--- src/rtl/trig_lut_arbiter.sv ---
// trig_lut_arbiter: round-robin arbiter sharing one sine ROM among NUM_REQ requesters, 2-stage pipeline
// Ports:
//   clk, rst_n  clock and asynchronous active-low reset
//   req_valid   per-requester request valid
//   req_is_cos  per-requester function select (1 = cos, 0 = sin)
//   req_theta   packed unsigned 3.7 angles, requester i at [i*ANGLE_W +: ANGLE_W]
//   req_ready   one-hot grant, combinational from req_valid and the round-robin pointer
//   resp_valid  one-hot pulse naming the owner of resp_data
//   resp_data   registered ROM result, holds between responses
//   rom_theta   registered ROM address
//   rom_data    combinational ROM output for rom_theta
module trig_lut_arbiter #(
  parameter int NUM_REQ    = 4,
  parameter int ANGLE_W    = 10,
  parameter int DATA_W     = 16,
  parameter int QTR_OFFSET = 201,
  parameter int PERIOD     = 804
) (
  input  logic                       clk,
  input  logic                       rst_n,
  input  logic [NUM_REQ-1:0]         req_valid,
  input  logic [NUM_REQ-1:0]         req_is_cos,
  input  logic [NUM_REQ*ANGLE_W-1:0] req_theta,
  output logic [NUM_REQ-1:0]         req_ready,
  output logic [NUM_REQ-1:0]         resp_valid,
  output logic [DATA_W-1:0]          resp_data,
  output logic [ANGLE_W-1:0]         rom_theta,
  input  logic [DATA_W-1:0]          rom_data
);
  localparam int PTR_W = $clog2(NUM_REQ);
  logic [PTR_W-1:0]   rr_ptr_q, rr_ptr_d, owner_q, owner_d, gnt_idx;
  logic               gnt, is_cos, s1_valid_q, s1_valid_d;
  logic [ANGLE_W-1:0] theta_sel, rom_theta_q, rom_theta_d;
  logic [ANGLE_W:0]   cos_sum;
  logic [DATA_W-1:0]  resp_data_q, resp_data_d;
  logic [NUM_REQ-1:0] resp_valid_q, resp_valid_d;
  // first valid requester at or after rr_ptr+1, wrapping
  always_comb begin
    req_ready = '0;
    gnt = 1'b0;
    gnt_idx = rr_ptr_q;
    for (int k = 1; k <= NUM_REQ; k++) begin
      if (!gnt && req_valid[PTR_W'((int'(rr_ptr_q) + k) % NUM_REQ)]) begin
        gnt = 1'b1;
        gnt_idx = PTR_W'((int'(rr_ptr_q) + k) % NUM_REQ);
      end
    end
    if (gnt) req_ready[gnt_idx] = 1'b1;
  end
  // cos(x) = sin(x + pi/2), folded back into one period; one extra bit keeps the sum exact
  always_comb begin
    theta_sel = req_theta[gnt_idx*ANGLE_W +: ANGLE_W];
    is_cos = req_is_cos[gnt_idx];
    cos_sum = {1'b0, theta_sel} + (ANGLE_W+1)'(QTR_OFFSET);
    rom_theta_d = !gnt ? rom_theta_q :
                  !is_cos ? theta_sel :
                  cos_sum >= (ANGLE_W+1)'(PERIOD) ? ANGLE_W'(cos_sum - (ANGLE_W+1)'(PERIOD)) :
                  cos_sum[ANGLE_W-1:0];
    rr_ptr_d = gnt ? gnt_idx : rr_ptr_q;
    owner_d = gnt ? gnt_idx : owner_q;
    s1_valid_d = gnt;
    resp_data_d = s1_valid_q ? rom_data : resp_data_q;
    resp_valid_d = s1_valid_q ? NUM_REQ'(1) << owner_q : '0;
  end
  always_ff @(posedge clk or negedge rst_n) begin
    if (!rst_n) begin
      rr_ptr_q <= PTR_W'(NUM_REQ - 1);
      owner_q <= '0;
      s1_valid_q <= 1'b0;
      rom_theta_q <= '0;
      resp_data_q <= '0;
      resp_valid_q <= '0;
    end else begin
      rr_ptr_q <= rr_ptr_d;
      owner_q <= owner_d;
      s1_valid_q <= s1_valid_d;
      rom_theta_q <= rom_theta_d;
      resp_data_q <= resp_data_d;
      resp_valid_q <= resp_valid_d;
    end
  end
  assign rom_theta = rom_theta_q;
  assign resp_data = resp_data_q;
  assign resp_valid = resp_valid_q;
endmodule

--- config.mk ---
export PLATFORM = sky130hd
export DESIGN_NAME = trig_lut_arbiter
export DESIGN_NICKNAME = d
export VERILOG_FILES = /design/src/rtl/trig_lut_arbiter.sv
export SDC_FILE = /design/constraint.sdc
export NUM_CORES = 1
export LEC_CHECK = 0
export CAP_MARGIN = 20
export CELL_PAD_IN_SITES_DETAIL_PLACEMENT = 1
export CELL_PAD_IN_SITES_GLOBAL_PLACEMENT = 1
export CORE_MARGIN = 5
export CORE_UTILIZATION = 34
export CTS_CLUSTER_DIAMETER = 120
export DETAILED_ROUTE_END_ITERATION = 10
export GPL_ROUTABILITY_DRIVEN = 0
export GPL_TIMING_DRIVEN = 0
export PLACE_DENSITY_LB_ADDON = 0.1
export SYNTH_ARGS = -nofsm -noshare
export SYNTH_HDL_FRONTEND = slang
export SYNTH_SLANG_ARGS = --single-unit
--- constraint.sdc ---
create_clock -name clk -period 6.2 [get_ports clk]
set_input_delay 0.93 -clock clk [delete_from_list [all_inputs] [get_ports clk]]
set_output_delay 0.93 -clock clk [all_outputs]
set_load 0.02 [all_outputs]
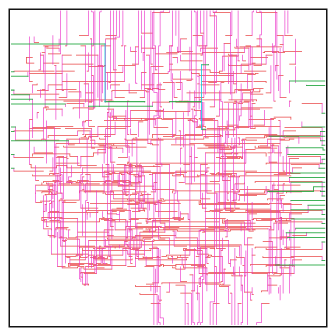
Figure 1: run 1, signal wires by layer.
| layer | colour | wire length |
|---|---|---|
| M4 | cyan | 36.0 um |
| M1 | red | 3460 um |
| M2 | magenta | 3810 um |
| M3 | green | 327 um |

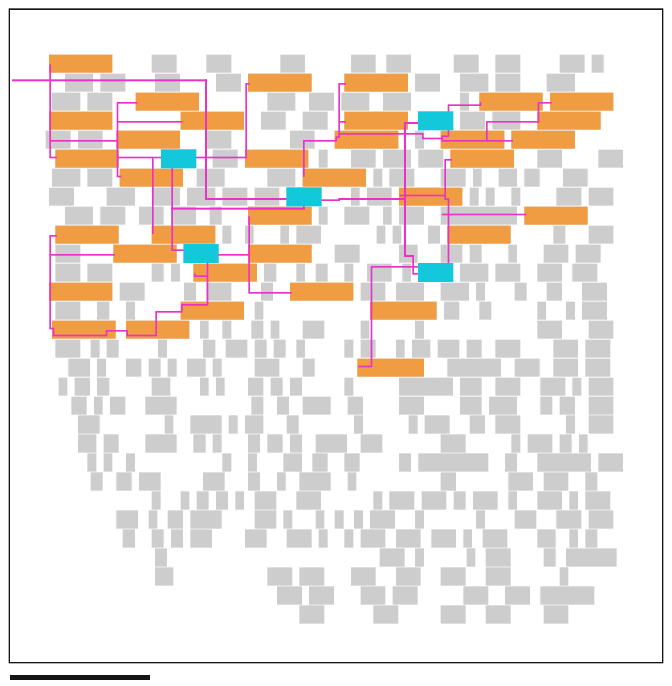
Figure 2: run 1, clock distribution.
Bar = 20 um.
[clock-net drivers] cyan | count: 5
[flip-flops] orange | count: 35
[clock wires] magenta | length: 440 um
routed clock nets: 6

==> impl_metrics.ini, run 1 <==
; implementation run metrics
[logic_synthesis]
ys_types = 57
ys.flops = 35
fp_nets = 324
ys_sh_adder_pct = 1.588

[pwr]
maxPowerGroup = combinational logic
pg_seq_w = 0.000343
p_int_w = 0.0009184

[timing]
timing.fmax_mhz = 199.4
hold_viol_final = 0

[die]
chipArea_sq_um = 8719

[layout]
syn_to_final_growth_pct = 51.35
regArea_sq_um = 878.3

[job]
maxCapViolations = 0

[critical_path]
worst_setup_path_start_kind = primary input
cpPeakStageDelay_ns = 0.48

[drt]
wl_per_cell_um = 16.67

[grt]
grt_pass1_vias = 2534

[clock_tree]
cts_buffer_depth = 2
cts.htree.levels = 2

[status]
outcome = complete, no violations
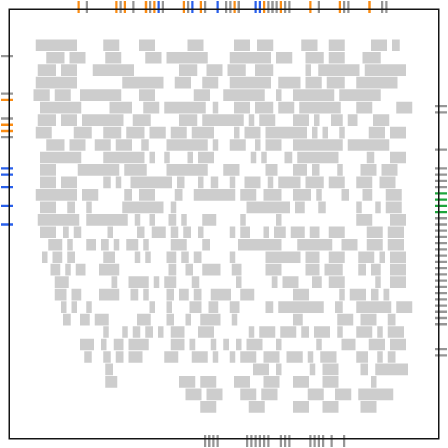
Figure 3: run 1, I/O pins on the die edge.
Pins as bars across the die edge, other pins in grey.
| port | colour | pins | direction | edge |
|---|---|---|---|---|
| `rom_data` | orange | 16 | input | 13 top, 3 left |
| `req_is_cos` | green | 4 | input | right |
| `rom_theta` | blue | 10 | output | 5 top, 5 left |

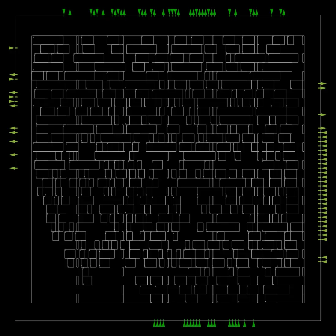
Figure 4: run 1, placed standard cells.
fill cell count: 785
seq_cells: 35
number of cell rows: 30
n_taps: 96
final core utilization: 52.65%

Figure 5. Cell classes on the final placement (run 1).
Fill, decap, tap and diode cells in grey.
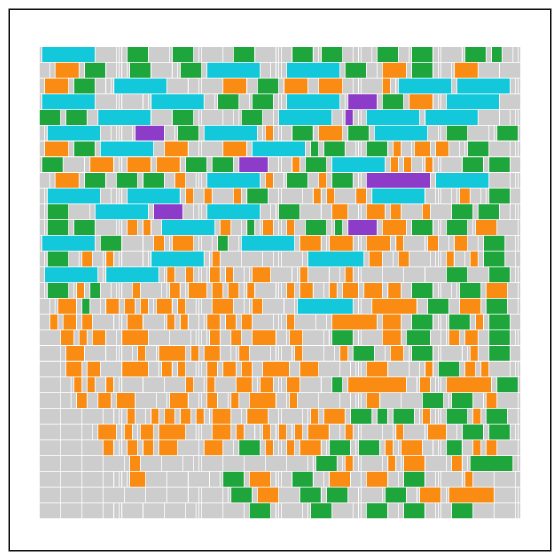

--- run 2 (diff from run 1) ---
- CORE_UTILIZATION: 34 -> 28
- clock period: 6.2 -> 4.33 ns (I/O delays scaled with it)
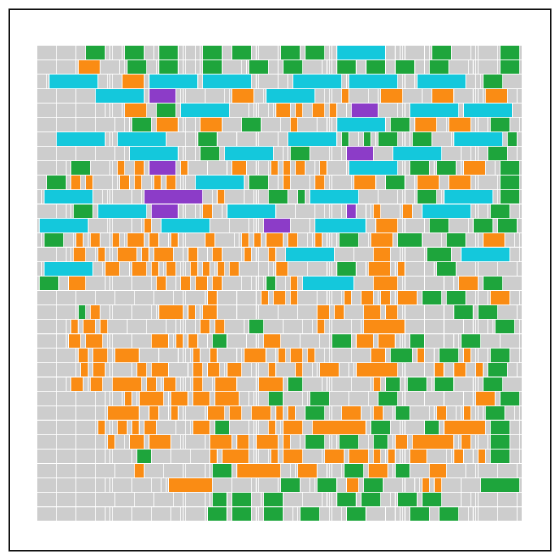
Figure 6: run 2, cell classes on the final placement.
Fill, decap, tap and diode cells in grey.
| class | colour | cells | share of their area |
|---|---|---|---|
| registers | cyan | 35 | 24% |
| remaining buffers and delay cells | green | 119 | 31% |
| remaining logic cells | orange | 210 | 41% |
| clock drivers and dummy loads | purple | 8 | 3.2% |

==> run 2 against run 1 <==
Clock skew is 0.00057 ns lower. Synthesized cell count unchanged. First-iteration DRC count up 32%. Non-clock buffer count is 9 higher. Largest cell class unchanged. Count of clock-buffer cells in the layout stayed put.
==> impl_metrics.ini, run 2 <==
; implementation run metrics
[status]
outcome = complete, no violations

[placed_design]
placed_cell_area_sq_um = 3487

[grt]
grt_use_met2_pct = 25.45
grt_overflow = 0
grt_pass1_vias = 2549

[layout]
utilization_pct = 45.88
regArea_sq_um = 878.3
buffers = 119
layout.comb_gates.multi_input = 202
syn_to_final_growth_pct = 59.50
largest_reg_flops = 16
fill_cells = 966
flops = 35
layoutNonFillerInstCount = 477
comb_share_pct = 38.87
num-nonclk-inverters = 8

[job]
maxCapViolations = 0

[timing]
hold_viol_final = 0
setup_ws_ns = 0.2452
timing.fmax_mhz = 244.8

[pwr]
maxPowerGroup = combinational logic
leakage_nw = 1.575
p_int_w = 0.001437
pg_seq_w = 0.000490
p_sw_w = 0.001195

[clock_tree]
cts.htree.levels = 2
cts_buffer_depth = 2

[critical_path]
worst_setup_path_start_kind = primary input
cpPeakStageDelay_ns = 0.48

[logic_synthesis]
ys_sh_adder_pct = 1.588
ys.flops = 35
netlist_instances = 255
ys_types = 57
top_logic_kind = AND-OR/OR-AND gates
fp_nets = 324
edf_count = 0

[die]
n_tap_cell = 105
chipArea_sq_um = 10380
die_y_um = 101.9
rows = 33

[drt]
wl_met3_um = 534
wl_per_cell_um = 17.15
